--- src/rtl/bist_pkg.sv ---
// Shared constants for the BIST address/compare datapath.
package bist_pkg;

  localparam int unsigned DATA_WIDTH_DEF = 8;
  localparam int unsigned AD_WIDTH_DEF   = 4;
  localparam int unsigned RD_LAT_MAX     = 4;

  localparam logic DIR_UP   = 1'b1;
  localparam logic DIR_DOWN = 1'b0;

endpackage

--- src/rtl/bist_addr_counter.sv ---
// Up/down address counter with clear/load-ones and direction-aware terminal-count decode.
module bist_addr_counter
  import bist_pkg::*;
#(
  parameter int unsigned AD_WIDTH = AD_WIDTH_DEF
) (
  input  logic                clk,
  input  logic                rst,
  input  logic                reset,
  input  logic                preset,
  input  logic                en,
  input  logic                up_down,
  output logic [AD_WIDTH-1:0] count,
  output logic                carry
);

  logic [AD_WIDTH-1:0] r_count;
  logic [AD_WIDTH-1:0] w_count_d;

  always_comb begin
    w_count_d = r_count;
    if (reset) begin
      w_count_d = '0;
    end else if (preset) begin
      w_count_d = '1;
    end else if (en) begin
      if (up_down == DIR_UP) begin
        w_count_d = r_count + AD_WIDTH'(1);
      end else begin
        w_count_d = r_count - AD_WIDTH'(1);
      end
    end
  end

  always_ff @(posedge clk or negedge rst) begin
    if (!rst) begin
      r_count <= '0;
    end else begin
      r_count <= w_count_d;
    end
  end

  // Terminal count follows the requested direction, independent of en.
  assign carry = (up_down == DIR_UP) ? (r_count == '1) : (r_count == '0);
  assign count = r_count;

endmodule

--- src/rtl/bist_datapath.sv ---
// BIST datapath: address counter, memory strobes, read-compare pipeline and first-fail capture.
module bist_datapath
  import bist_pkg::*;
#(
  parameter int unsigned DATA_WIDTH = DATA_WIDTH_DEF,
  parameter int unsigned AD_WIDTH   = AD_WIDTH_DEF,
  parameter int unsigned RD_LAT     = 1
) (
  input  logic                  clk,
  input  logic                  rst,
  input  logic                  start,
  input  logic                  reset,
  input  logic                  preset,
  input  logic                  en,
  input  logic                  up_down,
  output logic                  carry,
  input  logic                  read,
  input  logic                  write,
  input  logic                  data,
  output logic                  is_equal,
  output logic                  cmp_valid,
  output logic [AD_WIDTH-1:0]   mem_addr,
  output logic                  mem_we,
  output logic                  mem_re,
  output logic [DATA_WIDTH-1:0] mem_wdata,
  input  logic [DATA_WIDTH-1:0] mem_rdata,
  output logic                  fail_seen,
  output logic [AD_WIDTH-1:0]   fail_addr
);

  logic [AD_WIDTH-1:0]   w_count;
  logic [DATA_WIDTH-1:0] w_pattern;
  logic                  w_mem_re;

  bist_addr_counter #(
    .AD_WIDTH(AD_WIDTH)
  ) u_addr_counter (
    .clk    (clk),
    .rst    (rst),
    .reset  (reset),
    .preset (preset),
    .en     (en),
    .up_down(up_down),
    .count  (w_count),
    .carry  (carry)
  );

  assign w_pattern = {DATA_WIDTH{data}};
  // Write has priority; a read issued alongside it is dropped entirely.
  assign w_mem_re  = read & ~write;

  assign mem_addr  = w_count;
  assign mem_wdata = w_pattern;
  assign mem_we    = write;
  assign mem_re    = w_mem_re;

  logic [RD_LAT-1:0]                 r_vld;
  logic [RD_LAT-1:0][DATA_WIDTH-1:0] r_exp;
  logic [RD_LAT-1:0][AD_WIDTH-1:0]   r_addr;

  always_ff @(posedge clk or negedge rst) begin
    if (!rst) begin
      r_vld  <= '0;
      r_exp  <= '0;
      r_addr <= '0;
    end else begin
      // A read issued in the start cycle survives the flush.
      r_vld[0] <= w_mem_re;
      if (w_mem_re) begin
        r_exp[0]  <= w_pattern;
        r_addr[0] <= w_count;
      end
      for (int i = 1; i < int'(RD_LAT); i++) begin
        r_vld[i]  <= r_vld[i-1] & ~start;
        r_exp[i]  <= r_exp[i-1];
        r_addr[i] <= r_addr[i-1];
      end
    end
  end

  logic                w_last_vld;
  logic                w_match;
  logic [AD_WIDTH-1:0] w_last_addr;

  assign w_last_vld  = r_vld[RD_LAT-1] & ~start;
  assign w_match     = (mem_rdata == r_exp[RD_LAT-1]);
  assign w_last_addr = r_addr[RD_LAT-1];

  logic                r_cmp_valid;
  logic                r_is_equal;
  logic                r_fail_seen;
  logic [AD_WIDTH-1:0] r_fail_addr;

  always_ff @(posedge clk or negedge rst) begin
    if (!rst) begin
      r_cmp_valid <= 1'b0;
      r_is_equal  <= 1'b1;
    end else begin
      r_cmp_valid <= w_last_vld;
      if (w_last_vld) begin
        r_is_equal <= w_match;
      end
    end
  end

  always_ff @(posedge clk or negedge rst) begin
    if (!rst) begin
      r_fail_seen <= 1'b0;
      r_fail_addr <= '0;
    end else if (start) begin
      r_fail_seen <= 1'b0;
      r_fail_addr <= '0;
    end else if (w_last_vld && !w_match && !r_fail_seen) begin
      r_fail_seen <= 1'b1;
      r_fail_addr <= w_last_addr;
    end
  end

  assign cmp_valid = r_cmp_valid;
  assign is_equal  = r_is_equal;
  assign fail_seen = r_fail_seen;
  assign fail_addr = r_fail_addr;

endmodule

--- config.mk ---
export PLATFORM = sky130hd
export DESIGN_NAME = bist_datapath
export DESIGN_NICKNAME = d
export VERILOG_FILES = /design/src/rtl/bist_pkg.sv /design/src/rtl/bist_addr_counter.sv /design/src/rtl/bist_datapath.sv
export SDC_FILE = /design/constraint.sdc
export NUM_CORES = 1
export LEC_CHECK = 0
export CORE_MARGIN = 3
export CORE_UTILIZATION = 40
export CTS_BUF_LIST = sky130_fd_sc_hd__clkbuf_16
export CTS_CLUSTER_SIZE = 24
export DETAILED_ROUTE_END_ITERATION = 7
export GPL_ROUTABILITY_DRIVEN = 0
export HOLD_SLACK_MARGIN = 0.03
export PLACE_DENSITY = 0.76
export SLEW_MARGIN = 20
export SYNTH_ARGS = -nofsm -noshare
export SYNTH_HDL_FRONTEND = slang
export SYNTH_SLANG_ARGS = --single-unit
export TNS_END_PERCENT = 50
--- constraint.sdc ---
create_clock -name clk -period 2.1 [get_ports clk]
set_input_delay 0.315 -clock clk [delete_from_list [all_inputs] [get_ports clk]]
set_output_delay 0.315 -clock clk [all_outputs]
set_load 0.05 [all_outputs]
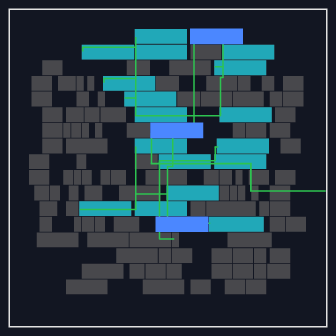
Fig. 1. Routed clock nets over the placement.
- clock wires: green (length 203 um)
- flip-flops: cyan (count 17)
- clock-net drivers: blue (count 3)
- routed clock nets: 4
Layout Skew: 1.08 ps
latest clock arrival within the worst-skew pair: 240 ps

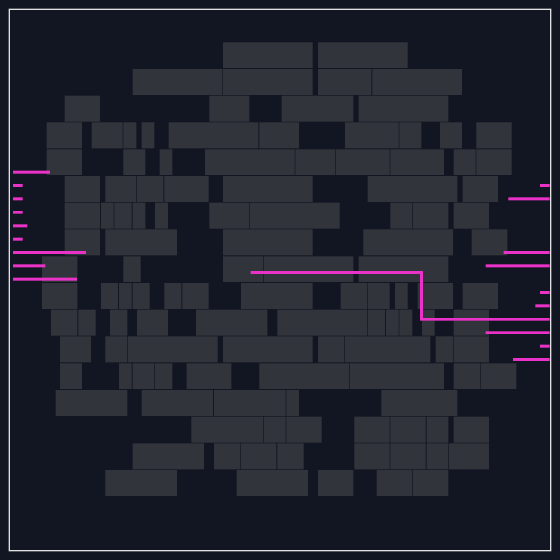
Fig. 2. Signal wires on met3.
Cells faint in the background.
- nets with wire on the layer: 19
- main direction: horizontal
- share of all routed wire: 4.1%
- longest straight run: 17.2 um
- wire length on this layer: 86.0 um
via count of the routed design: 727
Final Routed Wirelength: 2090 um
met3 Resource Use GR: 3.49%

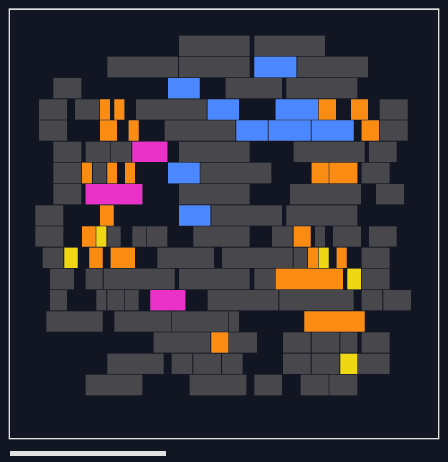
Fig. 3. Logic cells by family.
The bar under the picture is 20 um long.
- fa/ha/maj cells: magenta (cells 3; most used ha_1)
- mux cells: blue (cells 9; most used mux2_2; where north)
- nor cells: orange (cells 22; most used nor2_1)
- nand cells: yellow (cells 5)
Commonest Layout Cell: clkdlybuf4s50_1
multi-input combinational area share: 30.1%
number of standard cells in the layout, taps in and fillers out: 149

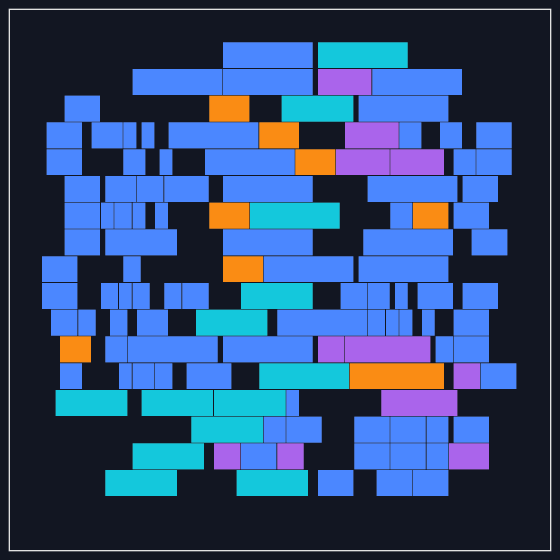
Fig. 4. Cells by drive strength.
- x6 and larger: cyan (cells 13)
- x2: orange (cells 8)
- x3 and x4: purple (cells 11)
- x1 and smaller: blue (cells 89)
Non-clock buffers: 42
final std cell area, no fill: 0.00151 mm2
Setup WS post-layout: 121 ps
Syn-to-layout area delta: 58.2%

==> summary.log <==
INFO  power_and_ir_drop clock_power_share=33.2%
INFO  grt            grt_pass1_vias=792
INFO  floorplanning  core_area=0.00223mm2
INFO  power_and_ir_drop power.combinational.fraction=30.4%
INFO  critical_path  path_delay_family=buffers and inverters
INFO  route          drtPass1Iterations=3
INFO  route          drc=0
INFO  critical_path  worst-r2r-cell-count=4
INFO  route          drt-vias-per-instance=4.88
INFO  status         outcome=complete, no violations
INFO  power_and_ir_drop p_leak=0.657nW
INFO  critical_path  crit_cells=4
INFO  synthesis      synth.mux.area_fraction=12.2%
INFO  power_and_ir_drop powerComb=0.332mW
INFO  sta            setup_viol_count_final=0
INFO  sta            timing_worst_slew_pin_value=720ps
INFO  synthesis      yosysChipArea=957um2
INFO  sta            final-max-slew-violation-count=0
INFO  clock_tree     clock-root-buffer=clkbuf_16
INFO  layout         final_cell_mix=clkdlybuf4s50_1, dfrtp_1, buf_12
INFO  critical_path  r2r_setup_slack=540ps
INFO  synthesis      synth_cells=85
INFO  critical_path  crit_buf_inv=2
INFO  floorplanning  num_io_pins=40
INFO  power_and_ir_drop power.share.sequential=36.5%
INFO  clock_tree     worst_setup_hold_path_clk_slew=50ps
INFO  sta            holdWs=507ps
INFO  power_and_ir_drop power_per_unit_of_standard_cell_area=721mW/mm2
INFO  worst_hold_path hold_path.class=primary input to asynchronous set/reset pin
INFO  synthesis      synth-edff-count=0
INFO  synthesis      synth.yosys.seq_area_share=44.6%
INFO  sta            fmax=505MHz
INFO  flow_run       log.warning_count=26
INFO  power_and_ir_drop vdd_ir_drop_max=0.000421V
INFO  synthesis      fa_ha_area_share=4.71%
INFO  synthesis      ys_types=29
INFO  floorplanning  die.size.x=54.9um
INFO  critical_path  crit_chain=clkdlybuf4s50_1, or4_1, o21ai_2, buf_12
INFO  placed_design  hpwlAfterDp=1700um
INFO  sta            hold_violations=0
INFO  synthesis      postSynthNetCount=106
INFO  synthesis      yosys_warnings=0
## area by class of cell
cell class              instances  area (um2)  share of cell area (%)
multi-input cells              56         455                    30.1
clock buffers                   3        75.1                    4.96
clock inverters                 1        3.75                   0.248
flip-flops and latches         17         427                    28.2
repair buffers                 42         510                    33.7
inverters                       2        7.51                   0.496
well taps                      28        35.0                    2.31
## cell families after synthesis
group / after synthesis
DFF: 17
AOI/OAI and AO/OA: 9
muxes: 9
adders and majority gates: 3
and+or+nand+nor: 33
buffers and inverters: 12
xor gates and xnor gates: 2
## registers in the layout (all words and copies together), names as in the netlist
signal,flops
fail_addr,4
r_addr,4
u_addr_counter.count,4
cmp_valid,1
fail_seen,1
is_equal,1
r_exp,1
r_vld,1
Power and IR drop assume default switching activity.
